### Wires at chosen ports, followed through buffers, run 1

Bar = 10 µm.
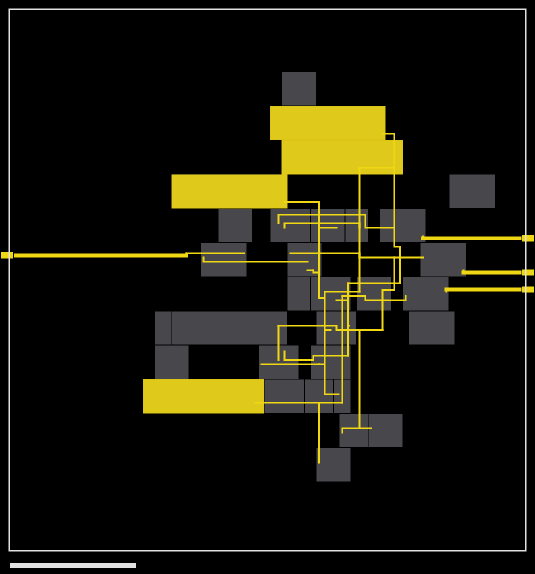
### Placed cells, one colour a class, run 1

Fill, decap, tap and diode cells in grey.
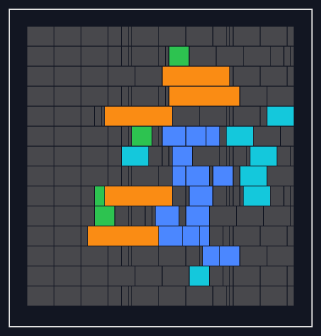
### Wire density map, run 1

The die is cut into 8 by 9 equal tiles; dark blue is low, red is high, scaled to the fullest tile. Values are wire area over tile area, all layers added.
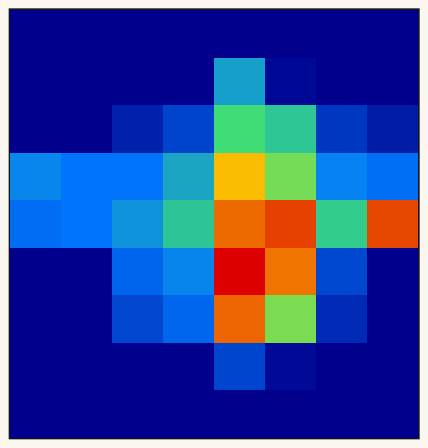
===== config.mk =====
export PLATFORM = sky130hd
export DESIGN_NAME = maquina_maluca
export DESIGN_NICKNAME = d
export VERILOG_FILES = /design/src/rtl/maquina_maluca_pkg.sv /design/src/rtl/maquina_maluca.sv
export SDC_FILE = /design/constraint.sdc
export NUM_CORES = 1
export LEC_CHECK = 0
export CAP_MARGIN = 20
export CORE_AREA = 2 2 39 41
export CTS_CLUSTER_DIAMETER = 80
export CTS_CLUSTER_SIZE = 14
export DETAILED_ROUTE_END_ITERATION = 8
export DIE_AREA = 0 0 41 43
export PLACE_DENSITY = 0.5
export SLEW_MARGIN = 20
export SYNTH_ARGS = -nofsm -noshare
export SYNTH_HDL_FRONTEND = slang
export SYNTH_SLANG_ARGS = --single-unit

===== constraint.sdc =====
create_clock -name clk -period 1.7 [get_ports clk]
set_clock_uncertainty 0.1 [all_clocks]
set_input_delay 0.255 -clock clk [delete_from_list [all_inputs] [get_ports clk]]
set_output_delay 0.255 -clock clk [all_outputs]
set_load 0.005 [all_outputs]

===== src/rtl/maquina_maluca_pkg.sv =====
// Shared state codes for the espresso machine control FSM.
// The numeric values are exported on the status port and must not change.
package maquina_maluca_pkg;

    localparam logic [3:0] COD_IDLE                = 4'd1;
    localparam logic [3:0] COD_LIGAR_MAQUINA       = 4'd2;
    localparam logic [3:0] COD_VERIFICAR_AGUA      = 4'd3;
    localparam logic [3:0] COD_ENCHER_RESERVATORIO = 4'd4;
    localparam logic [3:0] COD_MOER_CAFE           = 4'd5;
    localparam logic [3:0] COD_COLOCAR_NO_FILTRO   = 4'd6;
    localparam logic [3:0] COD_PASSAR_AGITADOR     = 4'd7;
    localparam logic [3:0] COD_TAMPEAR             = 4'd8;
    localparam logic [3:0] COD_REALIZAR_EXTRACAO   = 4'd9;

    typedef enum logic [3:0] {
        IDLE                = COD_IDLE,
        LIGAR_MAQUINA       = COD_LIGAR_MAQUINA,
        VERIFICAR_AGUA      = COD_VERIFICAR_AGUA,
        ENCHER_RESERVATORIO = COD_ENCHER_RESERVATORIO,
        MOER_CAFE           = COD_MOER_CAFE,
        COLOCAR_NO_FILTRO   = COD_COLOCAR_NO_FILTRO,
        PASSAR_AGITADOR     = COD_PASSAR_AGITADOR,
        TAMPEAR             = COD_TAMPEAR,
        REALIZAR_EXTRACAO   = COD_REALIZAR_EXTRACAO
    } state_e;

endpackage


===== src/rtl/maquina_maluca.sv =====
// Espresso machine brew sequencer: a start pulse in IDLE runs the fixed brew
// sequence once, refilling the reservoir when it is not known to be full.
module maquina_maluca
    import maquina_maluca_pkg::*;
(
    input  logic       clk,
    input  logic       rst_n,
    input  logic       start,
    output logic [3:0] state
);

    state_e state_q, state_d;
    logic   agua_ok_q, agua_ok_d;

    always_ff @(posedge clk or negedge rst_n) begin
        if (!rst_n) begin
            state_q   <= IDLE;
            agua_ok_q <= 1'b0;
        end else begin
            state_q   <= state_d;
            agua_ok_q <= agua_ok_d;
        end
    end

    always_comb begin
        state_d   = state_q;
        agua_ok_d = agua_ok_q;
        case (state_q)
            IDLE:                state_d = start ? LIGAR_MAQUINA : IDLE;
            LIGAR_MAQUINA:       state_d = VERIFICAR_AGUA;
            VERIFICAR_AGUA:      state_d = agua_ok_q ? MOER_CAFE : ENCHER_RESERVATORIO;
            ENCHER_RESERVATORIO: begin
                state_d   = VERIFICAR_AGUA;
                agua_ok_d = 1'b1;
            end
            MOER_CAFE:           state_d = COLOCAR_NO_FILTRO;
            COLOCAR_NO_FILTRO:   state_d = PASSAR_AGITADOR;
            PASSAR_AGITADOR:     state_d = TAMPEAR;
            TAMPEAR:             state_d = REALIZAR_EXTRACAO;
            REALIZAR_EXTRACAO: begin
                // Each brew consumes the reservoir, so the next one refills first.
                state_d   = IDLE;
                agua_ok_d = 1'b0;
            end
            default:             state_d = IDLE;
        endcase
    end

    assign state = state_q;

endmodule


==> run_summary.xml, run 1 <==
<?xml version="1.0" encoding="UTF-8"?>
<metrics>
  <group name="sta">
    <metric name="unrepaired_setup_endpoints_after_global_routing" unit="">false</metric>
    <metric name="timing.slew.headroom" unit="%">72.6</metric>
    <metric name="finalCritPeriodShare" unit="%">94.9</metric>
    <metric name="setup_viol" unit="">0</metric>
    <metric name="time_the_final_worst_path_needs_with_i_o_delays_and_setup" unit="ns">1.61</metric>
    <metric name="timing.final.max_slew_violations" unit="">0</metric>
    <metric name="final-hold-violation-count" unit="">0</metric>
    <metric name="max_slew.worst_pin.slew" unit="ns">0.406</metric>
    <metric name="max_clock_freq" unit="MHz">620</metric>
    <metric name="totalNegativeSetupSlack" unit="ns">0</metric>
  </group>
  <group name="synthesis">
    <metric name="synth_area_leader_cell" unit="">dfrtp_1</metric>
    <metric name="postSynthNetCount" unit="">25</metric>
    <metric name="synthesis.instances" unit="">22</metric>
    <metric name="area_share_of_the_largest_cell_type_after_synthesis" unit="%">40.0</metric>
    <metric name="synth-async-reset-ratio" unit="%">100</metric>
    <metric name="yosysMostFrequentCell" unit="">dfrtp_1</metric>
    <metric name="synth.cellmix.adderShare" unit="%">0</metric>
    <metric name="post_synth_edffs" unit="">0</metric>
    <metric name="mux_share" unit="%">0</metric>
    <metric name="synthTopCellsByArea" unit="">dfrtp_1 40%, dfstp_2 11%, a211oi_1 9.0%</metric>
    <metric name="ys_cells" unit="">22</metric>
    <metric name="yosys_warnings" unit="">0</metric>
    <metric name="synth_compound_gate_area_share" unit="%">20.0</metric>
    <metric name="ys_chip_area" unit="µm²">250</metric>
    <metric name="synth-xor-area-share" unit="%">3.50</metric>
    <metric name="post_synth_instance_area" unit="µm²">250</metric>
    <metric name="largest_family_of_logic_cells_by_area" unit="">AND-OR/OR-AND gates</metric>
    <metric name="postSynth.topFlopCell" unit="">dfrtp_1</metric>
    <metric name="seq_area_frac_synth" unit="%">50.5</metric>
    <metric name="synth.top_cells.by_count" unit="">4 x dfrtp_1, 3 x a211oi_1, 2 x nor2b_1</metric>
    <metric name="ys_types" unit="">16</metric>
    <metric name="yosys.area_share.simple" unit="%">18.5</metric>
    <metric name="avgSynthCellArea" unit="µm²">11.4</metric>
    <metric name="synth_flop_count" unit="">5</metric>
  </group>
  <group name="floorplanning">
    <metric name="die-height" unit="µm">43</metric>
    <metric name="floorplan.die_area" unit="µm²">1760</metric>
    <metric name="fp_util" unit="%">18.1</metric>
    <metric name="num_rows" unit="">14</metric>
    <metric name="die-width" unit="µm">41</metric>
    <metric name="coreArea" unit="µm²">1380</metric>
  </group>
  <group name="worst_setup_path">
    <metric name="worst-path-max-fanout" unit="">2</metric>
    <metric name="critPathArrivalTime" unit="ns">1.26</metric>
    <metric name="path_cells" unit="">clkdlybuf4s50_1</metric>
    <metric name="cp_slowest_stage_delay" unit="ns">0.53</metric>
    <metric name="cp.buffers_inverters" unit="">1</metric>
    <metric name="end_kind" unit="">output pin</metric>
    <metric name="regToRegStartpoint" unit="">state[1]</metric>
    <metric name="crit_type" unit="">flip-flop to output pin</metric>
    <metric name="rr_endpoint" unit="">agua_ok_q</metric>
    <metric name="cp.required" unit="ns">1.34</metric>
    <metric name="setup.reg_to_reg.worst_slack" unit="ns">0.31</metric>
    <metric name="slowest_stage" unit="">dfstp_2</metric>
    <metric name="cpLargestDelayFamily" unit="">flip-flops</metric>
    <metric name="timing.critical_path.from_type" unit="">flip-flop</metric>
    <metric name="worstRegToRegCells" unit="">2</metric>
    <metric name="worst-path-stages" unit="">1</metric>
  </group>
  <group name="grt">
    <metric name="grt_remaining_overflow" unit="">0</metric>
    <metric name="grt_start_max_net_pins" unit="">11</metric>
    <metric name="antenna_found_initial" unit="">0</metric>
    <metric name="first_global_vias" unit="">209</metric>
    <metric name="groute.usage.overall" unit="%">7.87</metric>
    <metric name="grt_first_pass_wirelength" unit="µm">834</metric>
  </group>
  <group name="cts">
    <metric name="cts-hold-fix-buffers" unit="">0</metric>
    <metric name="maximum_count_of_clock_buffers_along_a_single_path" unit="">2</metric>
    <metric name="clock_tree.htree_level_count" unit="">1</metric>
    <metric name="clk_root_buffer_cell" unit="">clkbuf_4</metric>
    <metric name="cts_tree" unit="">built</metric>
    <metric name="clkSinkCount" unit="">5</metric>
    <metric name="clock_buffer_count_from_cts" unit="">3</metric>
    <metric name="insertion_delay" unit="ns">0.24</metric>
    <metric name="clk_pin_slew_worst_paths" unit="ns">0.04</metric>
  </group>
  <group name="placement">
    <metric name="placed_cell_area" unit="µm²">315</metric>
    <metric name="globalplace.congestion" unit="">0.634</metric>
    <metric name="detailed_place_hpwl" unit="µm">384</metric>
  </group>
  <group name="routing">
    <metric name="detail_route.first_pass.iterations" unit="">4</metric>
    <metric name="final_antenna_net_count" unit="">0</metric>
    <metric name="routed_via_density" unit="">4.34</metric>
    <metric name="initialDrtViolationCount" unit="">4</metric>
    <metric name="detail_route.drc_violations" unit="">0</metric>
    <metric name="route.detailed.wl_per_inst" unit="µm">11.1</metric>
  </group>
  <group name="flow_run">
    <metric name="warning_count" unit="">26</metric>
    <metric name="cap_viol_max_count" unit="">0</metric>
  </group>
  <group name="cells_and_area">
    <metric name="post_route_cells_drive_above_1_share" unit="%">19.4</metric>
    <metric name="fin_nets" unit="">35</metric>
    <metric name="num-fill-cells" unit="">156</metric>
    <metric name="layout.cell_area.non_filler" unit="µm²">350</metric>
    <metric name="area_overhead_of_the_layout_relative_to_synthesis" unit="%">40.0</metric>
    <metric name="antenna_cells_inserted" unit="">0</metric>
  </group>
  <group name="status">
    <metric name="run_status" unit="">finished clean</metric>
  </group>
  <group name="power">
    <metric name="power_dens_cells" unit="nW/µm²">2020</metric>
    <metric name="vdd.ir_drop.worst" unit="mV">0.384</metric>
    <metric name="power_leakage" unit="µW">0.000125</metric>
  </group>
  <group name="min_path">
    <metric name="hold_path.class" unit="">input port to asynchronous set/reset pin</metric>
  </group>
</metrics>
## Picture notes: 'Wires at chosen ports, followed through buffers'
[yellow] state | bits: 4 | direction: output | edge: 3 east, 1 west | end cells: 4 | buffers: 4 | wire: 202 µm
number of top-level pins: 7
port bufs: 6

## Picture notes: 'Placed cells, one colour a class'
[blue] remaining logic cells | cells: 15 | share of their area: 33%
[cyan] remaining buffers and delay cells | cells: 7 | share of their area: 20%
[green] clock drivers and dummy loads | cells: 4 | share of their area: 8.0%
[orange] registers | cells: 5 | share of their area: 39%

## Picture notes: 'Wire density map'
nearly empty tiles: 51%
fullest tile: 0.26
mean over tiles: 0.050
tiles over half the peak: 14%
densest ninth of the die: centre
via count: 204
aggregate routed wire length: 524 µm

[run 1: repair_timing]
| item | in CTS | in global routing |
|---|---|---|
| pin swaps | 0 | 0 |
| endpoints found under the hold margin | 0 | 0 |
| setup buffers | 1 | 0 |
| resized | 0 | 1 |
| setup endpoints to repair | 1 | 1 |
[run 1: cells in the final DEF (no fill, tap or decap)]
cell type / netlist / final
nor2b_1: 2 / 2
a211o_1: 1 / 1
inv_1: 1 / 1
xnor2_1: 1 / 1
a211oi_1: 3 / 3
clkbuf_1: 1 / 1
o311ai_0: 1 / 1
dfstp_2: 1 / 1
a21oi_1: 1 / 1
nor4b_1: 1 / 1
and2b_1: 1 / 1
buf_4: 0 / 1
dfrtp_1: 4 / 3
o21ai_0: 1 / 1
clkdlybuf4s50_1: 0 / 6
or3b_1: 1 / 1
nand4b_1: 1 / 1
clkbuf_4: 0 / 3
dfrtp_2: 0 / 1
[run 1: worst max-delay path by stage]
stage | start | to | slack [ns]
after CTS | state[1] | state[1] | 0.03
after floorplan | state[1] | agua_ok_q | 0.31
final | state[0] | state[0] | 0.09
after global placement | state[0] | state[0] | 0.24
after global routing | state[2] | state[2] | 0.03
after detailed placement | state[0] | state[0] | 0.24
[run 1: layer usage]
layer	vias to the layer above	part of all wire, %	GRT usage [%]
met1	96	44	6.86
met4	0	0	6.00
met3	0	11	7.33
met2	7	44	10.6
met5	-	0	0
li1	101	-	-
[run 1: stage by stage]
step | setup slack [ns] | hold slack [ns] | instances | total power (µW) | util [%]
after CTS | 0.0343 | 0.137 | 47 | 716 | 25.2
final | 0.0859 | 0.138 | 47 | 708 | 25.3
after floorplan | 0.305 | -0.141 | 22 | 446 | -
after global routing | 0.0271 | 0.141 | 47 | 770 | 25.3
after detailed placement | 0.235 | 0.399 | 42 | 557 | 22.8
after global placement | 0.238 | 0.390 | 42 | 554 | 22.8
[run 1: area by class of cell]
| class | instances | area (µm²) | share of cell area [%] |
|---|---|---|---|
| Multi-Input combinational cell | 14 | 105 | 30.0 |
| Sequential cell | 5 | 128 | 36.4 |
| Timing Repair Buffer | 7 | 67.6 | 19.3 |
| Clock buffer | 4 | 26.3 | 7.50 |
| Inverter | 1 | 3.75 | 1.07 |
| Tap cell | 16 | 20.0 | 5.71 |
[run 1: cell families (layout without fill, tap and decap cells)]
| group | after synthesis | in the layout |
|---|---|---|
| DFF | 5 | 5 |
| xor gates and xnor gates | 1 | 1 |
| and+or+nand+nor | 6 | 6 |
| AOI/OAI and AO/OA | 7 | 7 |
| buffers and inverters | 3 | 12 |
[run 1: where the power goes]
group,switching [µW],internal [µW],total (µW)
Clock,44.6,88.5,133
Sequential,90.5,193,283
Combinational,103,188,291
[run 1: registers in the layout (all words and copies together) (netlist names)]
signal     cells
state          4
agua_ok_q      1
==> run 2, diff against run 1 <==
--- a/config.mk
+++ b/config.mk
@@ -5,7 +5,7 @@
 export SDC_FILE = /design/constraint.sdc
 export NUM_CORES = 1
 export LEC_CHECK = 0
-export CAP_MARGIN = 20
+export CAP_MARGIN = 40
 export CORE_AREA = 2 2 39 41
 export CTS_CLUSTER_DIAMETER = 80
 export CTS_CLUSTER_SIZE = 14
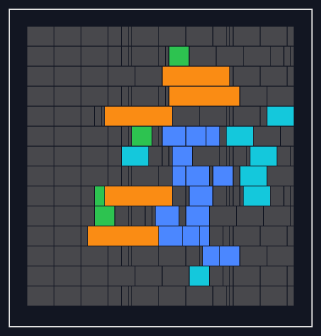
*Placed cells, one colour a class, run 2*
Fill, decap, tap and diode cells in grey.
[orange] registers | cells: 5 | share of their area: 39%
[cyan] remaining buffers and delay cells | cells: 7 | share of their area: 20%
[blue] remaining logic cells | cells: 15 | share of their area: 33%
[green] clock drivers and dummy loads | cells: 4 | share of their area: 8.0%
sequential portion of the cell area: 36.4%
Layout Cell Area excl Fill: 350 µm²
floorplan core area: 1380 µm²

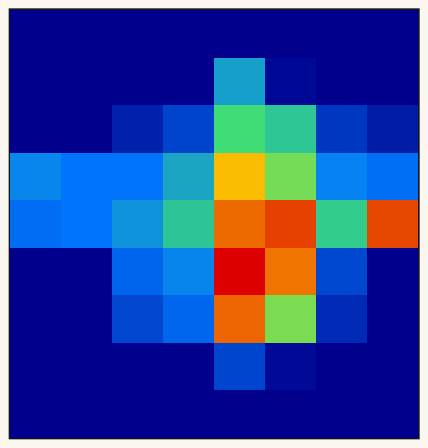
*Wire density map, run 2*
The die is cut into 8 by 9 equal tiles; dark blue is low, red is high, scaled to the fullest tile. Values are wire area over tile area, all layers added.
densest ninth of the die: centre
tiles over half the peak: 14%
mean over tiles: 0.050
fullest tile: 0.26
nearly empty tiles: 51%
emptiest ninth of the die: north-west
gr usage total: 7.87%
Routed WL per cell: 11.1 µm

==> run_summary.xml, run 2 <==
<?xml version="1.0" encoding="UTF-8"?>
<metrics>
  <group name="floorplanning">
    <metric name="floorplan.die_area" unit="µm²">1760</metric>
    <metric name="boundaryPins" unit="">7</metric>
    <metric name="num_rows" unit="">14</metric>
    <metric name="die-height" unit="µm">43</metric>
    <metric name="fp_util" unit="%">18.1</metric>
    <metric name="die-width" unit="µm">41</metric>
  </group>
  <group name="cts">
    <metric name="cts_tree" unit="">built</metric>
    <metric name="clk_pin_slew_worst_paths" unit="ns">0.04</metric>
    <metric name="clock_tree.htree_level_count" unit="">1</metric>
    <metric name="clk_root_buffer_cell" unit="">clkbuf_4</metric>
    <metric name="maximum_count_of_clock_buffers_along_a_single_path" unit="">2</metric>
    <metric name="cts-hold-fix-buffers" unit="">0</metric>
    <metric name="clkSinkCount" unit="">5</metric>
    <metric name="clock_buffer_count_from_cts" unit="">3</metric>
    <metric name="insertion_delay" unit="ns">0.24</metric>
  </group>
  <group name="cells_and_area">
    <metric name="fin_nets" unit="">35</metric>
    <metric name="num-fill-cells" unit="">156</metric>
    <metric name="multiInputGateArea" unit="µm²">105</metric>
    <metric name="mostFrequentLayoutCell" unit="">clkdlybuf4s50_1</metric>
    <metric name="largest_reg_flops" unit="">4</metric>
    <metric name="antenna_cells_inserted" unit="">0</metric>
    <metric name="lay_top_cells" unit="">6 x clkdlybuf4s50_1, 3 x a211oi_1, 3 x dfrtp_1, 3 x clkbuf_4, 2 x nor2b_1</metric>
    <metric name="post_route_cells_drive_above_1_share" unit="%">19.4</metric>
    <metric name="sequential_cell_area" unit="µm²">128</metric>
    <metric name="area_overhead_of_the_layout_relative_to_synthesis" unit="%">40.0</metric>
  </group>
  <group name="grt">
    <metric name="antenna_found_initial" unit="">0</metric>
    <metric name="grt_start_max_net_pins" unit="">11</metric>
    <metric name="grt_remaining_overflow" unit="">0</metric>
    <metric name="first_global_vias" unit="">209</metric>
    <metric name="grt_first_pass_wirelength" unit="µm">834</metric>
  </group>
  <group name="synthesis">
    <metric name="postSynthNetCount" unit="">25</metric>
    <metric name="synth.top_cells.by_count" unit="">4 x dfrtp_1, 3 x a211oi_1, 2 x nor2b_1</metric>
    <metric name="postSynth.topFlopCell" unit="">dfrtp_1</metric>
    <metric name="synth_area_leader_cell" unit="">dfrtp_1</metric>
    <metric name="yosys_warnings" unit="">0</metric>
    <metric name="post_synth_edffs" unit="">0</metric>
    <metric name="synthesis.instances" unit="">22</metric>
    <metric name="yosysMostFrequentCell" unit="">dfrtp_1</metric>
    <metric name="ys_chip_area" unit="µm²">250</metric>
    <metric name="ys_types" unit="">16</metric>
    <metric name="synth_flop_count" unit="">5</metric>
    <metric name="synth-async-reset-ratio" unit="%">100</metric>
    <metric name="avgSynthCellArea" unit="µm²">11.4</metric>
    <metric name="area_share_of_the_largest_cell_type_after_synthesis" unit="%">40.0</metric>
    <metric name="ys_cells" unit="">22</metric>
    <metric name="seq_area_frac_synth" unit="%">50.5</metric>
    <metric name="post_synth_instance_area" unit="µm²">250</metric>
    <metric name="synthTopCellsByArea" unit="">dfrtp_1 40%, dfstp_2 11%, a211oi_1 9.0%</metric>
  </group>
  <group name="worst_setup_path">
    <metric name="cp.required" unit="ns">1.34</metric>
    <metric name="worst-path-max-fanout" unit="">2</metric>
    <metric name="critPathArrivalTime" unit="ns">1.26</metric>
    <metric name="end_kind" unit="">output pin</metric>
    <metric name="cp_slowest_stage_delay" unit="ns">0.53</metric>
    <metric name="cp.buffers_inverters" unit="">1</metric>
    <metric name="startpoint" unit="">state[0]</metric>
    <metric name="path_cells" unit="">clkdlybuf4s50_1</metric>
    <metric name="worst-path-stages" unit="">1</metric>
    <metric name="timing.critical_path.to" unit="">state[0]</metric>
    <metric name="cpLargestDelayFamily" unit="">flip-flops</metric>
    <metric name="slowest_stage" unit="">dfstp_2</metric>
    <metric name="worstRegToRegCells" unit="">2</metric>
    <metric name="timing.critical_path.from_type" unit="">flip-flop</metric>
    <metric name="setup.reg_to_reg.worst_slack" unit="ns">0.31</metric>
    <metric name="rr_endpoint" unit="">agua_ok_q</metric>
    <metric name="crit_type" unit="">flip-flop to output pin</metric>
    <metric name="regToRegStartpoint" unit="">state[1]</metric>
  </group>
  <group name="sta">
    <metric name="max_slew.worst_pin.slew" unit="ns">0.406</metric>
    <metric name="timing.slew.headroom" unit="%">72.6</metric>
    <metric name="whs" unit="ns">0.138</metric>
    <metric name="max_clock_freq" unit="MHz">620</metric>
    <metric name="totalNegativeSetupSlack" unit="ns">0</metric>
    <metric name="time_the_final_worst_path_needs_with_i_o_delays_and_setup" unit="ns">1.61</metric>
    <metric name="timing.final.max_slew_violations" unit="">0</metric>
    <metric name="unrepaired_setup_endpoints_after_global_routing" unit="">false</metric>
    <metric name="finalCritPeriodShare" unit="%">94.9</metric>
    <metric name="setup_viol" unit="">0</metric>
    <metric name="final-hold-violation-count" unit="">0</metric>
  </group>
  <group name="routing">
    <metric name="detail_route.first_pass.iterations" unit="">4</metric>
    <metric name="drt-total-wl" unit="µm">524</metric>
    <metric name="detail_route.drc_violations" unit="">0</metric>
    <metric name="final_antenna_net_count" unit="">0</metric>
    <metric name="initialDrtViolationCount" unit="">4</metric>
    <metric name="vias" unit="">204</metric>
    <metric name="routed_via_density" unit="">4.34</metric>
  </group>
  <group name="flow_run">
    <metric name="cap_viol_max_count" unit="">0</metric>
    <metric name="warning_count" unit="">26</metric>
  </group>
  <group name="status">
    <metric name="run_status" unit="">finished clean</metric>
  </group>
  <group name="power">
    <metric name="power_dens_cells" unit="nW/µm²">2020</metric>
    <metric name="vdd.ir_drop.worst" unit="mV">0.384</metric>
    <metric name="power_leakage" unit="µW">0.000125</metric>
  </group>
  <group name="placement">
    <metric name="portBuffers" unit="">6</metric>
    <metric name="globalplace.congestion" unit="">0.634</metric>
    <metric name="detailed_place_hpwl" unit="µm">384</metric>
    <metric name="placed_cell_area" unit="µm²">315</metric>
  </group>
  <group name="min_path">
    <metric name="hold_path.class" unit="">input port to asynchronous set/reset pin</metric>
  </group>
</metrics>
run 2: cell counts after synthesis:
No cell type changed its count.
run 2: logic make-up (layout without fill, tap and decap cells):
logic type	after synthesis	count (layout)	synth area share (%)
xor gates and xnor gates	1	1	3.50
AOI/OAI and AO/OA	7	7	20.0
DFF	5	5	50.5
and+or+nand+nor	6	6	18.5
buffers and inverters	3	12	7.50
run 2: power breakdown:
group,switching (µW),total (µW),leakage (µW),internal [µW]
sequential,90.5,283,0.0000559,193
clock,44.6,133,0.0000150,88.5
combinational,103,291,0.0000544,188
run 2: repair_timing:
action / in CTS / in global routing
endpoints found under the setup margin: 1 / 1
setup buffers: 1 / 0
pin swaps: 0 / 0
resized: 0 / 1
hold endpoints to repair: 0 / 0
run 2: worst min-delay path by stage:
stage	to	slack [ns]	from
final	state[3]	0.14	rst_n
after global routing	state[3]	0.14	rst_n
after CTS	state[1]	0.14	rst_n
after detailed placement	state[1]	0.40	rst_n
after global placement	state[1]	0.39	rst_n
after floorplan	agua_ok_q	-0.14	rst_n
run 2: metrics by stage:
| step | total power, µW | util, % | cells | setup slack (ns) |
|---|---|---|---|---|
| 3_3_place_gp | 554 | 22.8 | 42 | 0.238 |
| 4_1_cts | 716 | 25.2 | 47 | 0.0343 |
| 3_5_place_dp | 557 | 22.8 | 42 | 0.235 |
| 5_1_grt | 770 | 25.3 | 47 | 0.0271 |
| 2_1_floorplan | 446 | - | 22 | 0.305 |
| 6_report | 708 | 25.3 | 47 | 0.0859 |
run 2: layout make-up:
class / count / share of cell area (%)
Clock buffer: 4 / 7.50
Inverter: 1 / 1.07
Multi-Input combinational cell: 14 / 30.0
Sequential cell: 5 / 36.4
Tap cell: 16 / 5.71
Timing Repair Buffer: 7 / 19.3
run 2: metal layers:
layer | vias to the layer above | GRT usage (%) | wire (µm)
met3 | 0 | 7.33 | 59
met4 | 0 | 6.00 | 0
met5 | - | 0 | 0
met1 | 96 | 6.86 | 231
li1 | 101 | - | -
met2 | 7 | 10.6 | 233
==> run 3, diff against run 2 <==
--- a/config.mk
+++ b/config.mk
@@ -11,6 +11,7 @@
 export CTS_CLUSTER_SIZE = 14
 export DETAILED_ROUTE_END_ITERATION = 8
 export DIE_AREA = 0 0 41 43
+export GPL_ROUTABILITY_DRIVEN = 0
 export PLACE_DENSITY = 0.5
 export SLEW_MARGIN = 20
 export SYNTH_ARGS = -nofsm -noshare
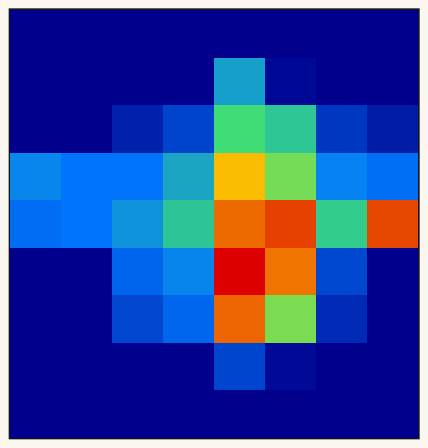
*Wire density map, run 3*
The die is cut into 8 by 9 equal tiles; dark blue is low, red is high, scaled to the fullest tile. Values are wire area over tile area, all layers added.
tiles over half the peak: 14%
emptiest ninth of the die: north-west
densest ninth of the die: centre
fullest tile: 0.26

==> run_summary.xml, run 3 <==
<?xml version="1.0" encoding="UTF-8"?>
<metrics>
  <group name="grt">
    <metric name="first_global_vias" unit="">209</metric>
    <metric name="groute.usage.overall" unit="%">7.87</metric>
    <metric name="grt_remaining_overflow" unit="">0</metric>
    <metric name="grt_first_pass_wirelength" unit="µm">834</metric>
    <metric name="antenna_found_initial" unit="">0</metric>
  </group>
  <group name="sta">
    <metric name="max_slew.worst_pin.slew" unit="ns">0.406</metric>
    <metric name="final-hold-violation-count" unit="">0</metric>
    <metric name="timing.final.max_slew_violations" unit="">0</metric>
    <metric name="finalCritPeriodShare" unit="%">94.9</metric>
    <metric name="whs" unit="ns">0.138</metric>
  </group>
  <group name="worst_setup_path">
    <metric name="regToRegStartpoint" unit="">state[1]</metric>
    <metric name="end_kind" unit="">output pin</metric>
    <metric name="cp.required" unit="ns">1.34</metric>
    <metric name="critPathArrivalTime" unit="ns">1.26</metric>
    <metric name="cp_slowest_stage_delay" unit="ns">0.53</metric>
    <metric name="worst-path-max-fanout" unit="">2</metric>
    <metric name="cpLargestDelayFamily" unit="">flip-flops</metric>
    <metric name="crit_type" unit="">flip-flop to output pin</metric>
    <metric name="startpoint" unit="">state[0]</metric>
    <metric name="cp.buffers_inverters" unit="">1</metric>
    <metric name="slowest_stage" unit="">dfstp_2</metric>
  </group>
  <group name="placement">
    <metric name="dp.cells" unit="">42</metric>
    <metric name="portBuffers" unit="">6</metric>
  </group>
  <group name="synthesis">
    <metric name="yosys_warnings" unit="">0</metric>
    <metric name="synth_flop_count" unit="">5</metric>
    <metric name="postSynth.topFlopCell" unit="">dfrtp_1</metric>
    <metric name="seq_area_frac_synth" unit="%">50.5</metric>
    <metric name="avgSynthCellArea" unit="µm²">11.4</metric>
    <metric name="post_synth_instance_area" unit="µm²">250</metric>
    <metric name="ys_types" unit="">16</metric>
    <metric name="synth.top_cells.by_count" unit="">4 x dfrtp_1, 3 x a211oi_1, 2 x nor2b_1</metric>
    <metric name="synth_area_leader_cell" unit="">dfrtp_1</metric>
    <metric name="synthTopCellsByArea" unit="">dfrtp_1 40%, dfstp_2 11%, a211oi_1 9.0%</metric>
    <metric name="post_synth_edffs" unit="">0</metric>
    <metric name="synth-async-reset-ratio" unit="%">100</metric>
    <metric name="ys_cells" unit="">22</metric>
    <metric name="area_share_of_the_largest_cell_type_after_synthesis" unit="%">40.0</metric>
  </group>
  <group name="cts">
    <metric name="clock_buffer_count_from_cts" unit="">3</metric>
    <metric name="clock_tree.htree_level_count" unit="">1</metric>
    <metric name="insertion_delay" unit="ns">0.24</metric>
    <metric name="clk_pin_slew_worst_paths" unit="ns">0.04</metric>
    <metric name="clk_root_buffer_cell" unit="">clkbuf_4</metric>
    <metric name="maximum_count_of_clock_buffers_along_a_single_path" unit="">2</metric>
  </group>
  <group name="cells_and_area">
    <metric name="mostFrequentLayoutCell" unit="">clkdlybuf4s50_1</metric>
    <metric name="post_route_cells_drive_above_1_share" unit="%">19.4</metric>
    <metric name="layout.cell_area.non_filler" unit="µm²">350</metric>
    <metric name="num-fill-cells" unit="">156</metric>
    <metric name="largest_reg_flops" unit="">4</metric>
    <metric name="antenna_cells_inserted" unit="">0</metric>
  </group>
  <group name="power">
    <metric name="p_total" unit="µW">708</metric>
  </group>
  <group name="flow_run">
    <metric name="cap_viol_max_count" unit="">0</metric>
  </group>
  <group name="status">
    <metric name="run_status" unit="">finished clean</metric>
  </group>
  <group name="floorplanning">
    <metric name="boundaryPins" unit="">7</metric>
    <metric name="die-width" unit="µm">41</metric>
    <metric name="floorplan.die_area" unit="µm²">1760</metric>
  </group>
  <group name="routing">
    <metric name="routed_via_density" unit="">4.34</metric>
    <metric name="detail_route.first_pass.iterations" unit="">4</metric>
    <metric name="route.detailed.wl_per_inst" unit="µm">11.1</metric>
    <metric name="detail_route.drc_violations" unit="">0</metric>
    <metric name="vias" unit="">204</metric>
    <metric name="final_antenna_net_count" unit="">0</metric>
    <metric name="drt-total-wl" unit="µm">524</metric>
  </group>
  <group name="min_path">
    <metric name="hold_path.class" unit="">input port to asynchronous set/reset pin</metric>
  </group>
</metrics>
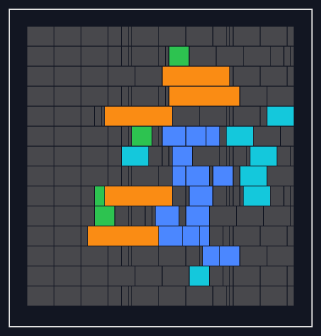
*Placed cells, one colour a class, run 3*
Fill, decap, tap and diode cells in grey.
[cyan] remaining buffers and delay cells | cells: 7 | share of their area: 20%
[blue] remaining logic cells | cells: 15 | share of their area: 33%
[orange] registers | cells: 5 | share of their area: 39%
[green] clock drivers and dummy loads | cells: 4 | share of their area: 8.0%
final design utilization: 25.3%
total number of placement rows: 14

-- run 3: cell counts after synthesis --
No cell type changed its count.
-- run 3: repair_timing --
item,CTS,global route
cloned,0,0
hold buffers,0,0
pin swaps,0,0
setup endpoints to repair,1,1
setup buffers,1,0
resized,0,1
-- run 3: stage by stage --
stage               util, %  worst slack [ns]
global placement       22.8             0.238
detailed placement     22.8             0.235
global route           25.3            0.0271
floorplan                 -             0.305
CTS                    25.2            0.0343
finish                 25.3            0.0859
-- run 3: routing by layer --
layer	vias to the layer above	routed length, µm	track usage [%]
li1	101	-	-
met4	0	0	6.00
met3	0	59	7.33
met1	96	231	6.86
met2	7	233	10.6
met5	-	0	0
-- run 3: path summary, 6_finish.rpt --
check	to	slack, ns	depth (start not counted)
setup / recovery	state[0]	0.09	1
hold / removal	state[3]	0.14	1
setup reg to reg	agua_ok_q	0.31	2
hold reg to reg	agua_ok_q	0.41	1
max in group asynchronous	state[0]	1.10	1
min in group clk	agua_ok_q	0.41	1
-- run 3: logic make-up (layout without fill, tap and decap cells) --
| logic type | Yosys count | in the layout | synth area share [%] |
|---|---|---|---|
| AOI/OAI and AO/OA | 7 | 7 | 20.0 |
| and+or+nand+nor | 6 | 6 | 18.5 |
| buffers and inverters | 3 | 12 | 7.50 |
| xor gates and xnor gates | 1 | 1 | 3.50 |
| DFF | 5 | 5 | 50.5 |
-- run 3: power by group --
group | total, µW | switching, µW | internal, µW
clock | 133 | 44.6 | 88.5
sequential | 283 | 90.5 | 193
combinational | 291 | 103 | 188
-- run 3: layout make-up --
| type | instances | area [µm²] | area share (%) |
|---|---|---|---|
| Tap cell | 16 | 20.0 | 5.71 |
| Timing Repair Buffer | 7 | 67.6 | 19.3 |
| Clock buffer | 4 | 26.3 | 7.50 |
| Multi-Input combinational cell | 14 | 105 | 30.0 |
| Inverter | 1 | 3.75 | 1.07 |
| Sequential cell | 5 | 128 | 36.4 |
Power figures rest on the tool's default switching activity, not on a simulated workload.
